File: config.mk
export PLATFORM = sky130hd
export DESIGN_NAME = hdpldadapt_cmn_async_capture_ctrl_flat
export DESIGN_NICKNAME = d
export VERILOG_FILES = /design/src/rtl/hdpldadapt_cmn_async_capture_ctrl_if.sv /design/src/rtl/hdpldadapt_cmn_async_capture_ctrl.sv /design/src/flat_wrapper.sv
export SDC_FILE = /design/constraint.sdc
export NUM_CORES = 1
export LEC_CHECK = 0
export ABC_AREA = 1
export CORE_ASPECT_RATIO = 1.5
export CORE_MARGIN = 1
export CORE_UTILIZATION = 50
export CTS_CLUSTER_DIAMETER = 30
export DETAILED_ROUTE_END_ITERATION = 6
export MAX_ROUTING_LAYER = met4
export PLACE_DENSITY = 0.81
export SLEW_MARGIN = 20
export SYNTH_ARGS = -nofsm -noshare
export SYNTH_HDL_FRONTEND = slang
export SYNTH_SLANG_ARGS = --single-unit
File: constraint.sdc
create_clock -name clk -period 3.7 [get_ports clk]
set_clock_uncertainty 0.05 [all_clocks]
set_input_delay 1.11 -clock clk [delete_from_list [all_inputs] [get_ports clk]]
set_output_delay 1.11 -clock clk [all_outputs]
set_load 0.05 [all_outputs]
File: src/rtl/hdpldadapt_cmn_async_capture_ctrl_if.sv
//------------------------------------------------------------------------------
// hdpldadapt_cmn_async_capture_ctrl_if
//
// Purpose : Bundles the requester handshake and the capture-bus signals of
//           hdpldadapt_cmn_async_capture_ctrl into one interface.
//
// Parameters
//   NREQ    number of requesters sharing the capture bus (1..8)
//   DWIDTH  width of the captured bus
//
// Signals
//   req        requester -> ctrl   per-requester level request, held until ack
//   ack        ctrl -> requester   per-requester one-cycle completion pulse
//   unload     ctrl -> capture     unload strobe to the capture bus
//   capt_data  capture -> ctrl     data_out of the capture bus
//   rdata      ctrl -> requester   captured value returned with ack
//   busy       ctrl -> requester   controller is mid-transaction
//   rdata_par  ctrl -> requester   XOR parity of rdata (only when
//                                  HDPLDADAPT_CAPT_CTRL_PARITY_EN is defined)
//
// Modports
//   master  the capture controller side
//   slave   the requester / capture-bus side
//------------------------------------------------------------------------------
interface hdpldadapt_cmn_async_capture_ctrl_if #(
    parameter int NREQ   = 2,
    parameter int DWIDTH = 8
);
    logic [NREQ-1:0]   req;
    logic [NREQ-1:0]   ack;
    logic              unload;
    logic [DWIDTH-1:0] capt_data;
    logic [DWIDTH-1:0] rdata;
    logic              busy;
`ifdef HDPLDADAPT_CAPT_CTRL_PARITY_EN
    logic              rdata_par;

    modport master (
        input  req, capt_data,
        output ack, unload, rdata, busy, rdata_par
    );

    modport slave (
        output req, capt_data,
        input  ack, unload, rdata, busy, rdata_par
    );
`else
    modport master (
        input  req, capt_data,
        output ack, unload, rdata, busy
    );

    modport slave (
        output req, capt_data,
        input  ack, unload, rdata, busy
    );
`endif
endinterface

File: src/rtl/hdpldadapt_cmn_async_capture_ctrl.sv
//------------------------------------------------------------------------------
// hdpldadapt_cmn_async_capture_ctrl
//
// Purpose : Arbitrates NREQ requesters onto one capture bus. A granted
//           transaction pulses unload for one cycle, waits SETTLE_CYC cycles
//           for the bus output to settle, captures capt_data into rdata and
//           returns a one-cycle ack to the granted requester. Arbitration is
//           round-robin.
//
// Parameters
//   NREQ        number of requesters (1..8)
//   DWIDTH      captured bus width
//   SETTLE_CYC  cycles unload stays low before data is taken (1..255)
//
// Ports
//   clk    block clock, rising edge
//   rst_n  asynchronous active-low reset
//   bus    hdpldadapt_cmn_async_capture_ctrl_if.master
//            req/capt_data in, ack/unload/rdata/busy (and rdata_par) out
//
// Build option
//   HDPLDADAPT_CAPT_CTRL_PARITY_EN  when defined, adds bus.rdata_par, the XOR
//                                   of the captured word, registered with rdata.
//------------------------------------------------------------------------------
module hdpldadapt_cmn_async_capture_ctrl #(
    parameter int NREQ       = 2,
    parameter int DWIDTH     = 8,
    parameter int SETTLE_CYC = 6
) (
    input  logic clk,
    input  logic rst_n,
    hdpldadapt_cmn_async_capture_ctrl_if.master bus
);

    localparam int CNT_W = $clog2(SETTLE_CYC + 1);
    localparam int PTR_W = (NREQ > 1) ? $clog2(NREQ) : 1;

    typedef enum logic [1:0] {
        IDLE   = 2'd0,
        UNLOAD = 2'd1,
        WAIT   = 2'd2,
        ACK    = 2'd3
    } state_t;

    state_t            state_reg;
    logic [CNT_W-1:0]  cnt_reg;
    logic [PTR_W-1:0]  ptr_reg;
    logic [NREQ-1:0]   grant_oh_reg;
    logic              unload_reg;
    logic              busy_reg;
    logic [NREQ-1:0]   ack_reg;
    logic [DWIDTH-1:0] rdata_reg;
`ifdef HDPLDADAPT_CAPT_CTRL_PARITY_EN
    logic              rdata_par_reg;
`endif

    //--------------------------------------------------------------------------
    // Round-robin pick: requests at or above the pointer take priority; if none,
    // wrap around to the lowest request. The lowest set bit of the chosen
    // vector is isolated with x & -x.
    //--------------------------------------------------------------------------
    logic [NREQ-1:0]  low_mask;
    logic [NREQ-1:0]  masked_req;
    logic [NREQ-1:0]  sel_req;
    logic [NREQ-1:0]  win_oh;
    logic [PTR_W-1:0] win_idx;
    logic [PTR_W-1:0] ptr_next;
    logic             req_any;

    assign low_mask   = (NREQ'(1) << ptr_reg) - NREQ'(1);
    assign masked_req = bus.req & ~low_mask;
    assign sel_req    = (masked_req != '0) ? masked_req : bus.req;
    assign win_oh     = sel_req & (~sel_req + NREQ'(1));
    assign req_any    = (bus.req != '0);

    // One-hot to index, built as a running OR so every index is a constant.
    logic [PTR_W-1:0] enc_chain [NREQ+1];
    assign enc_chain[0] = '0;

    genvar gi;
    generate
        for (gi = 0; gi < NREQ; gi++) begin : g_enc
            assign enc_chain[gi+1] = enc_chain[gi] | (win_oh[gi] ? PTR_W'(gi) : '0);
        end
    endgenerate

    assign win_idx  = enc_chain[NREQ];
    assign ptr_next = (win_idx == PTR_W'(NREQ - 1)) ? '0 : win_idx + PTR_W'(1);

    //--------------------------------------------------------------------------
    // Control FSM with registered outputs. Each output register is set on the
    // edge that enters the state in which it must be visible.
    //--------------------------------------------------------------------------
    always_ff @(posedge clk or negedge rst_n) begin
        if (!rst_n) begin
            state_reg     <= IDLE;
            cnt_reg       <= '0;
            ptr_reg       <= '0;
            grant_oh_reg  <= '0;
            unload_reg    <= 1'b0;
            busy_reg      <= 1'b0;
            ack_reg       <= '0;
            rdata_reg     <= '0;
`ifdef HDPLDADAPT_CAPT_CTRL_PARITY_EN
            rdata_par_reg <= 1'b0;
`endif
        end else begin
            case (state_reg)
                IDLE: begin
                    if (req_any) begin
                        state_reg    <= UNLOAD;
                        grant_oh_reg <= win_oh;
                        ptr_reg      <= ptr_next;
                        unload_reg   <= 1'b1;
                        busy_reg     <= 1'b1;
                    end
                end
                UNLOAD: begin
                    state_reg  <= WAIT;
                    unload_reg <= 1'b0;
                    cnt_reg    <= CNT_W'(SETTLE_CYC);
                end
                WAIT: begin
                    // Counter holds the number of WAIT cycles still to run,
                    // including the current one.
                    cnt_reg <= cnt_reg - CNT_W'(1);
                    if (cnt_reg == CNT_W'(1)) begin
                        state_reg     <= ACK;
                        ack_reg       <= grant_oh_reg;
                        rdata_reg     <= bus.capt_data;
`ifdef HDPLDADAPT_CAPT_CTRL_PARITY_EN
                        rdata_par_reg <= ^bus.capt_data;
`endif
                    end
                end
                ACK: begin
                    state_reg <= IDLE;
                    ack_reg   <= '0;
                    busy_reg  <= 1'b0;
                end
                default: begin
                    state_reg  <= IDLE;
                    unload_reg <= 1'b0;
                    busy_reg   <= 1'b0;
                    ack_reg    <= '0;
                end
            endcase
        end
    end

    //--------------------------------------------------------------------------
    // Output drive
    //--------------------------------------------------------------------------
    generate
        for (gi = 0; gi < NREQ; gi++) begin : g_ack
            assign bus.ack[gi] = ack_reg[gi];
        end
    endgenerate

    assign bus.unload = unload_reg;
    assign bus.busy   = busy_reg;
    assign bus.rdata  = rdata_reg;
`ifdef HDPLDADAPT_CAPT_CTRL_PARITY_EN
    assign bus.rdata_par = rdata_par_reg;
`endif

endmodule

File: src/flat_wrapper.sv
// flat-port wrapper written by rule: the top's interface ports become plain ports
module hdpldadapt_cmn_async_capture_ctrl_flat 
#(
    parameter int NREQ       = 2,
    parameter int DWIDTH     = 8,
    parameter int SETTLE_CYC = 6
)
  (clk, rst_n, bus_req, bus_capt_data, bus_ack, bus_unload, bus_rdata, bus_busy);
  hdpldadapt_cmn_async_capture_ctrl_if #(.NREQ(NREQ), .DWIDTH(DWIDTH)) bus_i ();
  input  logic clk;
  input  logic rst_n;
  input wire logic [$bits(bus_i.req)-1:0] bus_req;
  input wire logic [$bits(bus_i.capt_data)-1:0] bus_capt_data;
  output wire logic [$bits(bus_i.ack)-1:0] bus_ack;
  output wire logic [$bits(bus_i.unload)-1:0] bus_unload;
  output wire logic [$bits(bus_i.rdata)-1:0] bus_rdata;
  output wire logic [$bits(bus_i.busy)-1:0] bus_busy;
  assign bus_i.req = bus_req;
  assign bus_i.capt_data = bus_capt_data;
  assign bus_ack = bus_i.ack;
  assign bus_unload = bus_i.unload;
  assign bus_rdata = bus_i.rdata;
  assign bus_busy = bus_i.busy;
  hdpldadapt_cmn_async_capture_ctrl #(.NREQ(NREQ), .DWIDTH(DWIDTH), .SETTLE_CYC(SETTLE_CYC)) u_core (.clk(clk), .rst_n(rst_n), .bus(bus_i));
endmodule
Figure 1. Signal wires on met3 (run 1).
Drawn at 8 px/um.
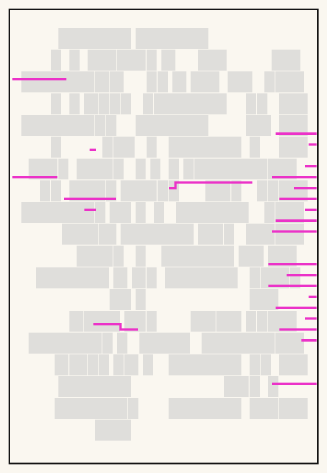
nets with wire on the layer	22
longest straight run	9.40 um
total length of routed wires: 1.75 mm
met3 demand-to-capacity share in global routing: 0.0316
DR vias: 759

Figure 2. Cell area per tile (run 1).
Drawn at 6 px/um. The die is cut into 8 by 11 equal tiles; white is low, dark blue is high, 0 to 100% covered.
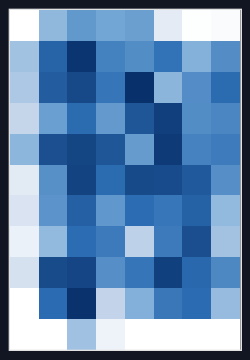
fullest tile	100%
nearly empty tiles	10%
mean over tiles	56%
tiles over 75% full	34%
final design utilization: 0.672
pre-placement core utilization: 0.536
area of the core: 1850 sq um

Figure 3. Clock wires, drivers and flops (run 1).
Drawn at 6 px/um.
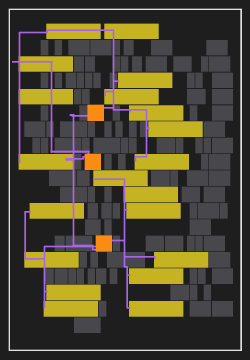
[clock wires] purple | length: 212 um
[cells driving clock nets] orange | count: 3
[flip-flops] yellow | count: 20
routed clock nets	4

==> impl_report.txt, run 1 <==
FLOW METRICS REPORT
----------------------------------------------------
[Setup path]
  Nature of the critical path startpoint ........................ register
  Type of the worst setup path ........................ reg -> out
  Worst reg2reg path startpoint ........................ u_core.state_reg[0]
  End point of the critical path ........................ bus_rdata[6]
  Largest delay share family, worst path ........................ buffers and inverters
  Crit path depth ........................ 1
  Cell breakdown of the critical path ........................ clkdlybuf4s50_1
  Slowest-stage cell, CP ........................ sky130_fd_sc_hd__clkdlybuf4s50_1
  Max incr delay on CP ........................ 800 ps
  Bufs and invs on worst path ........................ 1
  Number of cells traversed by the worst register-to-register path ........................ 6
  Endpoint arrival time on the critical path ........................ about 1500 ps

[Timing]
  Pins Over Slew Limit ........................ 0
  Achievable Freq ........................ between 300 and 400 MHz
  Endpoints failing setup ........................ 0
  Crit share post-route ........................ 0.710
  Unrepaired setup endpoints after global routing ........................ no
  Slew HR ........................ 0.428
  Setup TNS ........................ 0 ps

[Finish]
  Most numerous logic cells after layout ........................ sky130_fd_sc_hd__nand2_1, sky130_fd_sc_hd__clkdlybuf4s50_1, sky130_fd_sc_hd__dfrtp_1, sky130_fd_sc_hd__inv_1
  Diode insertion count for antenna repair ........................ 0
  Most common cell after layout, fill and taps aside ........................ sky130_fd_sc_hd__nand2_1
  Layout overhead on the synthesized area ........................ 25.4%
  Number of filler cells placed in the layout ........................ between 100 and 150
  Net count of the finished layout ........................ 155
  Max FFs per register ........................ 8

[Global route]
  M1 GR Usage ........................ 0.205
  Wire length of the first global-routing pass ........................ slightly below 3 mm
  Pin count of the biggest net entering global routing ........................ 21
  Global routing met2 resource utilization ........................ 0.332
  Number of global-route vias before repair ........................ 742
  Global-route usage over all layers ........................ 0.191
  Antenna violations before repair ........................ 0
  Remaining global-route overflow ........................ 0
  Layer carrying the most global-route usage ........................ met2

[Logic synthesis]
  Tally of yosys warning messages ........................ 0
  Post-synthesis sequential element count ........................ 20
  Dominant cell area share ........................ 0.504
  Sequential cell area fraction in the yosys report ........................ 0.504
  Top post-synthesis cells by area ........................ sky130_fd_sc_hd__dfrtp_1, sky130_fd_sc_hd__nand2_1, sky130_fd_sc_hd__ha_1, sky130_fd_sc_hd__inv_1, sky130_fd_sc_hd__o21ai_2
  Cells after synthesis ........................ ~110
  Biggest area consumer among synthesized cells ........................ sky130_fd_sc_hd__dfrtp_1
  Netlist area before placement ........................ around 1000 sq um
  Total cells reported by yosys after synthesis ........................ 111
  Post-Synthesis Net Count ........................ approximately 130
  Yosys synthesis chip area ........................ 993 sq um

[Route]
  ANT nets after route ........................ 0
  Per-cell via count in the routed design ........................ roughly 4.9

[Placement]
  Port Buffer Count ........................ 23
  Gpl congestion ........................ 0.737
  Placement Cell Area ........................ around 1200 sq um

[Clock network]
  Count of hold buffers inserted by post-cts repair ........................ 0
  Number of buffers added by the clock tree synthesis step ........................ 3
  Clock net sink count ........................ 20
  CTS clk-pin slew, worst paths ........................ approximately 100 ps
  Clock latency of the later-clocked register in the worst-skew pair ........................ 290 ps

[Floorplan]
  Standard-cell rows ........................ 19
  Width of the chip ........................ 38.4 um
  Chip footprint ........................ 2170 sq um
  Number of ports placed on the die boundary ........................ 24

[Power and ir drop]
  IR drop worst, VDD ........................ around 480 uV
  Cell Pwr Density ........................ between 700 and 800 nW/um^2

[Job]
  OpenROAD warnings ........................ 31
  Maxcap violations ........................ 0

[Status]
  Status ........................ finished, final reports clean

----------------------------------------------------
## run 1: worst min-delay path by stage
| stage | cells past startpoint | end | slack, ps | from |
|---|---|---|---|---|
| final | 2 | u_core.bus.ack[1] | 440 | u_core.grant_oh_reg[1] |
| after global routing | 2 | u_core.bus.ack[0] | 450 | u_core.grant_oh_reg[0] |
| after CTS | 2 | u_core.bus.ack[1] | 440 | u_core.grant_oh_reg[1] |
| after detailed placement | 2 | u_core.bus.ack[1] | 410 | u_core.grant_oh_reg[1] |
| after global placement | 2 | u_core.ptr_reg | 410 | u_core.ptr_reg |
| after floorplan | 2 | u_core.ptr_reg | 390 | u_core.ptr_reg |
## run 1: stage by stage
stage | util | worst slack (ps) | std cells | hold WS (ps) | power (mW)
finish | 0.672 | 1070 | 155 | 436 | 0.931
global route | 0.672 | 1020 | 155 | 452 | 1.01
CTS | 0.672 | 1070 | 155 | 439 | 0.939
detailed placement | 0.660 | 1400 | 152 | 413 | 0.842
global placement | 0.660 | 1420 | 152 | 405 | 0.817
floorplan | - | 1940 | 111 | 392 | 0.705
## run 1: cells by family after synthesis
logic type,count (synthesis),share of synthesized area
flops,20,0.504
fa+ha+maj,7,0.0882
simple gates,50,0.215
compound gates,12,0.0945
buf+inv,22,0.0982
## run 1: metal layers
layer | routed length (um) | vias up | share of wire
met5 | 0 | - | 0
met4 | 36 | 0 | 0.021
met3 | 99 | 5 | 0.057
met2 | 894 | 25 | 0.51
met1 | 720 | 345 | 0.41
li1 | - | 384 | -
## run 1: where the power goes
part	internal (mW)	leakage, nW	switching [mW]
logic	0.174	0.433	0.320
registers	0.296	0.217	0.0455
clock network	0.0379	0.0138	0.0581
## run 1: cell usage after synthesis
library cell                n
sky130_fd_sc_hd__o211ai_1   1
sky130_fd_sc_hd__a31oi_1    1
sky130_fd_sc_hd__clkbuf_1   1
sky130_fd_sc_hd__dfrtp_1   20
sky130_fd_sc_hd__buf_6      2
sky130_fd_sc_hd__ha_1       7
sky130_fd_sc_hd__or2_2      1
sky130_fd_sc_hd__o21ai_0    1
sky130_fd_sc_hd__nand3_1    8
sky130_fd_sc_hd__o21ai_2    8
sky130_fd_sc_hd__nor2_1     3
sky130_fd_sc_hd__nand3_4    1
sky130_fd_sc_hd__nand2_1   37
sky130_fd_sc_hd__inv_1     19
sky130_fd_sc_hd__o21ai_1    1
## run 1: layout make-up
type                       count  area share
clock buffer                   3      0.0181
timing repair buffer          23       0.185
sequential                    20       0.402
inverter                      19      0.0572
tap                           21      0.0211
multi-input combinational     69       0.317
==> run 1 -> run 2 <==
Settings changed: CORE_UTILIZATION 50 to 48, PLACE_DENSITY 0.81 to 0.78.
Clock period 3.7 ns to 2.51 ns, I/O delays scaled along.
Figure 4. Clock wires, drivers and flops (run 2).
Drawn at 6 px/um.
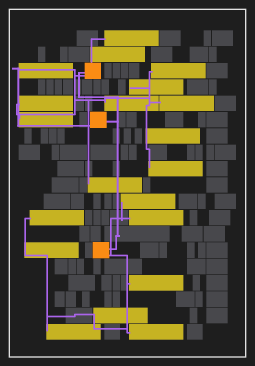
[clock wires] purple | length: 226 um
[cells driving clock nets] orange | count: 3
[flip-flops] yellow | count: 20
routed clock nets	4

Figure 5. Cell area per tile (run 2).
Drawn at 6 px/um. The die is cut into 8 by 12 equal tiles; white is low, dark blue is high, 0 to 100% covered.
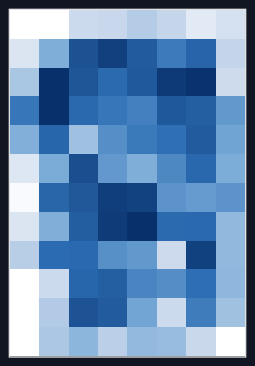
tiles over 75% full	37%
emptiest ninth of the die	bottom left
fullest tile	100%
nearly empty tiles	6.2%
mean over tiles	56%
final design utilization: 0.684
pre-placement core utilization: 0.529
area of the core: 1880 sq um

Figure 6. M1 wires (run 2).
Drawn at 4 px/um. Supply wires on this layer in gray.
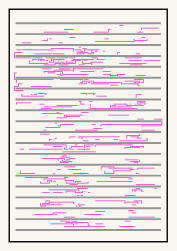
share of all routed wire	44%
wire length on this layer	747 um
main direction	horizontal
nets with wire on the layer	128
longest straight run	15.2 um

==> impl_report.txt, run 2 <==
FLOW METRICS REPORT
----------------------------------------------------
[Timing]
  Unrepaired setup endpoints after global routing ........................ no (unchanged)
  Setup TNS ........................ 0 ps (unchanged)
  Achievable Freq ........................ between 400 and 500 MHz
  Slew HR ........................ 0.670 (was 0.428)
  Endpoints failing setup ........................ 0 (unchanged)
  Crit share post-route ........................ 0.914
  Final hold slack ........................ 443 ps (was 436 ps)
  Pins Over Slew Limit ........................ 0 (unchanged)

[Logic synthesis]
  Post-synthesis sequential element count ........................ 20 (unchanged)
  Total cells reported by yosys after synthesis ........................ 111 (unchanged)
  Tally of yosys warning messages ........................ 0 (unchanged)
  Sequential cell area fraction in the yosys report ........................ 0.504 (unchanged)
  Dominant cell area share ........................ 0.504 (unchanged)
  Synth top cells by count ........................ sky130_fd_sc_hd__nand2_1, sky130_fd_sc_hd__dfrtp_1, sky130_fd_sc_hd__inv_1 (unchanged)
  Biggest area consumer among synthesized cells ........................ sky130_fd_sc_hd__dfrtp_1 (unchanged)
  Cells after synthesis ........................ 111 (unchanged)
  Count of library flops with an enable pin ........................ 0 (unchanged)
  Dominant synthesized flop cell ........................ sky130_fd_sc_hd__dfrtp_1 (unchanged)
  Post-Synthesis Net Count ........................ 130 (unchanged)
  Top post-synthesis cells by area ........................ sky130_fd_sc_hd__dfrtp_1, sky130_fd_sc_hd__nand2_1, sky130_fd_sc_hd__ha_1, sky130_fd_sc_hd__inv_1, sky130_fd_sc_hd__o21ai_2 (unchanged)
  Netlist area before placement ........................ 993 sq um (unchanged)
  Yosys synthesis chip area ........................ 993 sq um (unchanged)
  Synth async-reset ratio ........................ 1.00 (unchanged)
  Count leader, synth ........................ sky130_fd_sc_hd__nand2_1 (unchanged)

[Route]
  DR vias ........................ 757 (was 759)
  ANT nets after route ........................ 0 (unchanged)
  Met3 Wirelength ........................ 103 um (was 99 um)
  Total length of routed wires ........................ 1.71 mm (was 1.75 mm)
  Top Metal Used ........................ met4 (unchanged)
  Metal1 wirelength ........................ 746 um (was 720 um)
  Mean routed wirelength per cell ........................ 10.9 um (was 11.3 um)
  Met2 WL ........................ 823 um (was 894 um)
  Per-cell via count in the routed design ........................ 4.82 (was 4.90)

[Floorplan]
  Chip footprint ........................ 2260 sq um (was 2170 sq um)
  Number of ports placed on the die boundary ........................ 24 (unchanged)
  Standard-cell rows ........................ 19 (unchanged)
  Width of the chip ........................ 39.1 um (was 38.4 um)

[Power and ir drop]
  IR drop worst, VDD ........................ 663 uV (was 481 uV)
  Cell Pwr Density ........................ 1150 nW/um^2 (was 747 nW/um^2)

[Setup path]
  Crit path depth ........................ 1 (unchanged)
  Cell breakdown of the critical path ........................ clkdlybuf4s50_1 (unchanged)
  Slowest-stage cell, CP ........................ sky130_fd_sc_hd__clkdlybuf4s50_1 (unchanged)
  Largest delay share family, worst path ........................ buffers and inverters (unchanged)
  Largest fanout on the critical path ........................ 2 (unchanged)
  Nature of the critical path startpoint ........................ register (unchanged)
  Worst reg2reg path startpoint ........................ u_core.state_reg[0] (unchanged)
  Number of cells traversed by the worst register-to-register path ........................ 6 (unchanged)
  Max incr delay on CP ........................ 800 ps (about the same)
  Type of the worst setup path ........................ reg -> out (unchanged)
  End point of the critical path ........................ bus_rdata[3] (was bus_rdata[6])

[Placement]
  Port Buffer Count ........................ 23 (unchanged)
  Gpl congestion ........................ 0.698 (was 0.737)

[Global route]
  Number of global-route vias before repair ........................ 679 (was 742)
  Antenna violations before repair ........................ 0 (unchanged)
  Global-route usage over all layers ........................ 0.175 (was 0.191)
  Pin count of the biggest net entering global routing ........................ 21 (unchanged)
  Wire length of the first global-routing pass ........................ 2.67 mm (was 2.89 mm)
  Remaining global-route overflow ........................ 0 (unchanged)

[Clock network]
  Clock net sink count ........................ 20 (unchanged)
  Count of instances resized after the clock tree is built ........................ 0 (unchanged)
  Count of hold buffers inserted by post-cts repair ........................ 0 (unchanged)
  Clock latency of the later-clocked register in the worst-skew pair ........................ 310 ps (was 290 ps)
  CTS clk-pin slew, worst paths ........................ 110 ps (was 100 ps)

[Finish]
  Layout overhead on the synthesized area ........................ 29.2% (was 25.4%)
  Diode insertion count for antenna repair ........................ 0 (unchanged)
  Most numerous logic cells after layout ........................ sky130_fd_sc_hd__nand2_1, sky130_fd_sc_hd__clkdlybuf4s50_1, sky130_fd_sc_hd__dfrtp_1, sky130_fd_sc_hd__inv_1 (unchanged)
  Max FFs per register ........................ 8 (unchanged)
  Most common cell after layout, fill and taps aside ........................ sky130_fd_sc_hd__nand2_1 (unchanged)
  Net count of the finished layout ........................ 156 (was 155)

[Status]
  Status ........................ finished, final reports clean (unchanged)

[Job]
  OpenROAD warnings ........................ 31 (unchanged)

----------------------------------------------------
## run 2: layout make-up
class	instances	area (sq um)
Clock buffer	3	22.5
Multi-Input combinational cell	69	395
Clock inverter	1	30.0
Tap cell	21	26.3
Sequential cell	20	500
Timing Repair Buffer	24	238
Inverter	19	71.3
Fill cell	157	594
## run 2: worst min-delay path by stage
stage | from | endpoint | cells past startpoint
6_report | u_core.grant_oh_reg[0] | u_core.bus.ack[0] | 2
5_1_grt | u_core.bus.rdata[1] | u_core.bus.rdata[1] | 2
4_1_cts | u_core.grant_oh_reg[0] | u_core.grant_oh_reg[0] | 2
3_5_place_dp | u_core.grant_oh_reg[0] | u_core.grant_oh_reg[0] | 2
3_3_place_gp | u_core.ptr_reg | u_core.ptr_reg | 2
2_1_floorplan | u_core.ptr_reg | u_core.ptr_reg | 2
## run 2: stage by stage
stage | total power [mW] | setup WS (ps) | cells | utilization
2_1_floorplan | 1.04 | 1110 | 111 | -
3_3_place_gp | 1.21 | 585 | 153 | 0.656
3_5_place_dp | 1.23 | 562 | 153 | 0.656
4_1_cts | 1.50 | 209 | 157 | 0.684
5_1_grt | 1.58 | 167 | 157 | 0.684
6_report | 1.48 | 217 | 157 | 0.684
## run 2: logic make-up after synthesis
kind of cell / after synthesis / synth area share
buf+inv: 22 / 0.0982
compound gates: 12 / 0.0945
fa+ha+maj: 7 / 0.0882
simple gates: 50 / 0.215
flops: 20 / 0.504
## run 2: layer usage
| metal | track usage | up-vias |
|---|---|---|
| met4 | 0.0739 | 0 |
| met2 | 0.302 | 25 |
| li1 | - | 389 |
| met3 | 0.0345 | 7 |
| met5 | - | - |
| met1 | 0.186 | 336 |
## run 2: power by group
group	leakage [nW]	switching (mW)	internal [mW]
sequential	0.217	0.0664	0.435
clock	0.0279	0.101	0.162
combinational	0.438	0.461	0.256
Power is estimated from default activity; no workload was simulated.
